--- config.mk ---
export PLATFORM = sky130hd
export DESIGN_NAME = run_controller
export DESIGN_NICKNAME = d
export VERILOG_FILES = /design/src/rtl/proc_ctrl_pkg.sv /design/src/rtl/rate_divider.sv /design/src/rtl/run_controller.sv
export SDC_FILE = /design/constraint.sdc
export NUM_CORES = 1
export LEC_CHECK = 0
export CORE_MARGIN = 4
export CORE_UTILIZATION = 30
export DETAILED_ROUTE_END_ITERATION = 6
export PLACE_DENSITY_LB_ADDON = 0.08
export SLEW_MARGIN = 20
export SYNTH_ARGS = -nofsm -noshare
export SYNTH_HDL_FRONTEND = slang
export SYNTH_SLANG_ARGS = --single-unit
--- constraint.sdc ---
create_clock -name Clk -period 5.3 [get_ports Clk]
set_input_delay 0.795 -clock Clk [delete_from_list [all_inputs] [get_ports Clk]]
set_output_delay 0.795 -clock Clk [all_outputs]
set_load 0.02 [all_outputs]
--- src/rtl/proc_ctrl_pkg.sv ---
// proc_ctrl_pkg: shared types for the processor run controller.
// Holds the FSM state encoding (fixed so the debug display can decode it)
// and the Mode input constants.
package proc_ctrl_pkg;

  typedef enum logic [2:0] {
    S_IDLE   = 3'd0,
    S_SINGLE = 3'd1,
    S_BURST  = 3'd2,
    S_RUN    = 3'd3,
    S_SETTLE = 3'd4,
    S_BREAK  = 3'd5
  } run_state_t;

  localparam logic [1:0] MODE_SINGLE = 2'b00;
  localparam logic [1:0] MODE_BURST  = 2'b01;
  localparam logic [1:0] MODE_BREAK  = 2'b10;
  localparam logic [1:0] MODE_FREE   = 2'b11;

endpackage

--- src/rtl/rate_divider.sv ---
// rate_divider: paces run/burst stepping. Counts 0..RUN_DIV-1 while
// enabled and pulses Tick on the cycle the count sits at RUN_DIV-1.
// The count is forced back to 0 whenever it is disabled or cleared.
module rate_divider #(
  parameter int RUN_DIV = 25_000_000
) (
  input  logic Clk,
  input  logic Reset,
  input  logic Clear,
  input  logic Enable,
  output logic Tick
);

  localparam int CW = (RUN_DIV > 1) ? $clog2(RUN_DIV) : 1;
  localparam logic [CW-1:0] LAST = CW'(RUN_DIV - 1);

  logic [CW-1:0] count;

  // Free-running modulo counter, held at zero while idle or cleared
  always_ff @(posedge Clk) begin
    if (Reset || Clear || !Enable) begin
      count <= '0;
    end else if (count == LAST) begin
      count <= '0;
    end else begin
      count <= count + CW'(1);
    end
  end

  assign Tick = Enable && (count == LAST);

endmodule

--- src/rtl/run_controller.sv ---
// run_controller: turns key strobes into single-cycle processor step
// enables in single, burst, free-run and run-to-breakpoint modes.
// Optional feature macro: BREAKPOINT_EN enables the run-to-breakpoint
// mode; without it Mode 10 behaves as free-run and BreakHit stays 0.
module run_controller
  import proc_ctrl_pkg::*;
#(
  parameter int PC_W    = 7,
  parameter int CNT_W   = 16,
  parameter int RUN_DIV = 25_000_000,
  parameter int BURST_N = 16
) (
  input  logic             Clk,
  input  logic             Reset,
  input  logic             Strobe,
  input  logic [1:0]       Mode,
  input  logic [PC_W-1:0]  BreakPC,
  input  logic [PC_W-1:0]  PC_In,
  output logic             Step,
  output logic             Running,
  output logic             BreakHit,
  output logic [2:0]       State,
  output logic [CNT_W-1:0] StepCount
);

  localparam int BL_W = $clog2(BURST_N + 1);

  run_state_t      state_q;
  logic [1:0]      mode_q;
  logic [BL_W-1:0] burst_left;
  logic            break_hit_q;
  logic            tick;
  logic            div_enable;
  logic            div_clear;
  logic            bp_mode;
  logic            pc_match;

  assign div_enable = (state_q == S_BURST) || (state_q == S_RUN) ||
                      (state_q == S_SETTLE);
  assign div_clear  = (state_q == S_IDLE) && Strobe;

  rate_divider #(
    .RUN_DIV (RUN_DIV)
  ) u_divider (
    .Clk    (Clk),
    .Reset  (Reset),
    .Clear  (div_clear),
    .Enable (div_enable),
    .Tick   (tick)
  );

`ifdef BREAKPOINT_EN
  assign bp_mode  = (mode_q == MODE_BREAK);
  assign pc_match = (PC_In == BreakPC);
  assign BreakHit = break_hit_q;
`else
  logic unused_bp;
  assign bp_mode   = 1'b0;
  assign pc_match  = 1'b0;
  assign BreakHit  = 1'b0;
  assign unused_bp = ^{BreakPC, PC_In, mode_q, break_hit_q};
`endif

  // Step fires on the tick cycle itself; a coincident Strobe cancels it
  // so a stop request never lets one more instruction slip through.
  always_comb begin
    Step = 1'b0;
    if (!Reset) begin
      case (state_q)
        S_SINGLE:     Step = 1'b1;
        S_BURST,
        S_RUN:        Step = tick && !Strobe;
        default:      Step = 1'b0;
      endcase
    end
  end

  // Sequencing FSM; Running and BreakHit are registered with the state
  always_ff @(posedge Clk) begin
    if (Reset) begin
      state_q     <= S_IDLE;
      mode_q      <= MODE_SINGLE;
      burst_left  <= '0;
      Running     <= 1'b0;
      break_hit_q <= 1'b0;
    end else begin
      case (state_q)
        S_IDLE: begin
          if (Strobe) begin
            mode_q <= Mode;
            case (Mode)
              MODE_SINGLE: begin
                state_q <= S_SINGLE;
                Running <= 1'b0;
              end
              MODE_BURST: begin
                state_q    <= S_BURST;
                Running    <= 1'b1;
                burst_left <= BL_W'(BURST_N);
              end
              default: begin
                state_q <= S_RUN;
                Running <= 1'b1;
              end
            endcase
          end
        end
        S_SINGLE: begin
          state_q <= S_IDLE;
          Running <= 1'b0;
        end
        S_BURST: begin
          if (Strobe) begin
            state_q <= S_IDLE;
            Running <= 1'b0;
          end else if (tick) begin
            burst_left <= burst_left - BL_W'(1);
            if (burst_left == BL_W'(1)) begin
              state_q <= S_IDLE;
              Running <= 1'b0;
            end
          end
        end
        S_RUN: begin
          if (Strobe) begin
            state_q <= S_IDLE;
            Running <= 1'b0;
          end else if (tick && bp_mode) begin
            state_q <= S_SETTLE;
          end
        end
        S_SETTLE: begin
          if (Strobe) begin
            state_q <= S_IDLE;
            Running <= 1'b0;
          end else if (pc_match) begin
            state_q     <= S_BREAK;
            Running     <= 1'b0;
            break_hit_q <= 1'b1;
          end else begin
            state_q <= S_RUN;
          end
        end
        S_BREAK: begin
          if (Strobe) begin
            state_q     <= S_IDLE;
            break_hit_q <= 1'b0;
          end
        end
        default: begin
          state_q     <= S_IDLE;
          Running     <= 1'b0;
          break_hit_q <= 1'b0;
        end
      endcase
    end
  end

  // Total step pulses since reset, wrapping at the counter width
  always_ff @(posedge Clk) begin
    if (Reset) begin
      StepCount <= '0;
    end else if (Step) begin
      StepCount <= StepCount + CNT_W'(1);
    end
  end

  assign State = state_q;

endmodule

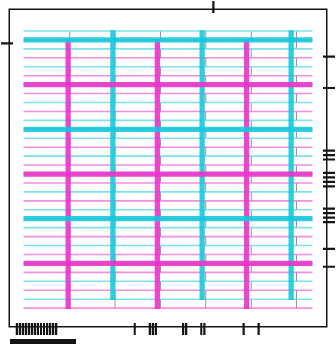
(images/power_grid.png)
Bar = 20 µm. Pins as bars on the die edge. Tap cells in grey.
| colour | net |
|---|---|
| magenta | VSS |
| cyan | VDD |
met5 straps: 6
signal pins: 41
met1 rails: 32
rows: 31
met4 straps: 6

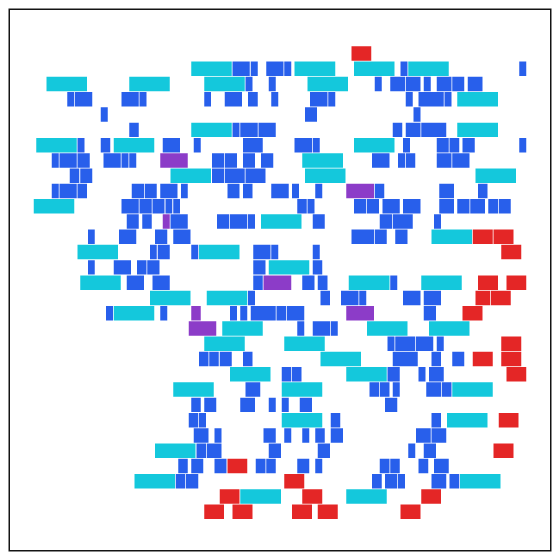
(images/placement_by_type.png)
| colour | class | cells | share of their area |
|---|---|---|---|
| blue | combinational and other logic | 219 | 51% |
| red | other buffers and delay cells | 25 | 9.5% |
| cyan | flops | 48 | 37% |
| purple | clock drivers and dummy loads | 7 | 3.0% |

==> job_summary.md <==
## Implementation flow summary

| Metric | Value |
|---|---|
| Outcome | completed |
| Largest class | multi-input combinational cells |
| Switching power | 0.000143 W |
| CP dominant cell by count | clkdlybuf4s50_1 |
| Ys async rst share | 0% |
| Top pwr grp | registers |
| Routed wire length | 5090 µm |
| CTS tree | done |
| Tap Cells | 99 |
| Layout fillers | 790 |
| Routed wire length per instance | 12.8 µm |
| Crit path DRT | 4510 ps |
| Post-Route Skew | 10.3 ps |
| Tightest Pin Transition | 1010 ps |
| Int Pwr | 0.000466 W |
| Die Height | 96.1 µm |
| Cycle use final | 72.7% |
| Worst r2r dst | StepCount[9] |
| CP Cell Sequence | clkdlybuf4s50_1 -> nand2b_1 -> o41a_1 -> nor2_1 -> clkdlybuf4s50_1 |
| Final hold vios | 0 |
| Clock Pin Slew Worst Setup and Hold Paths | 90 ps |
| R2R cell count | 5 |
| DRC | 0 |
| Largest net degree at the start of global routing | 32 |
| Buffer share of cell area | 9.10% |
| Pwr/cell area | 224 mW/mm² |
| Final std cells w/o fill | 398 |
| Post-CTS Setup Bufs | 0 |
| Adder share | 2.15% |
| Final core utilization | 36.8% |
| WP depth | 5 |
| Vias in the first global route | 1773 |
| FF+latch count, synth | 48 |
| Logic share of the area | 46.8% |
| Biggest area cells | dfxtp_1 41%, nor2_1 6.3%, xnor2_1 4.5%, xor2_1 4.5%, nand4_1 4.0% |
| Rel. slew slack | 32.4% |
| Synth area leader | dfxtp_1 |
| Post-Place Cells | 391 |
| Clock Path Buffers | 2 |
layer usage:
metal  vias up  wire, µm  global-route usage [%]
met5         -         0                       0
met4         0        82                    4.98
met3         7       204                    2.58
met2        25      2200                    18.2
met1       888      2600                    15.8
li1       1042         -                       -
layout by cell type, fill, tap and decap left out, types with 5 or more instances in the layout:
cell type	netlist	final
o31ai_1	7	7
or4_1	5	5
inv_1	10	10
clkbuf_8	0	5
or3_1	10	10
xor2_1	12	12
nand4_1	15	15
dfxtp_1	48	48
nor3_1	5	5
a21oi_1	16	16
nand2_1	13	13
and3_1	5	5
xnor2_1	12	12
nand3_1	14	14
nor4_1	5	5
o21ai_0	9	9
clkdlybuf4s50_1	0	24
nor2_1	39	39
sequential cells by signal, summed over array words and instances (netlist names):
register and count:
Running 1, State 1, StepCount 16, burst_left 5, u_divider.count 25
Power and IR drop assume default switching activity.
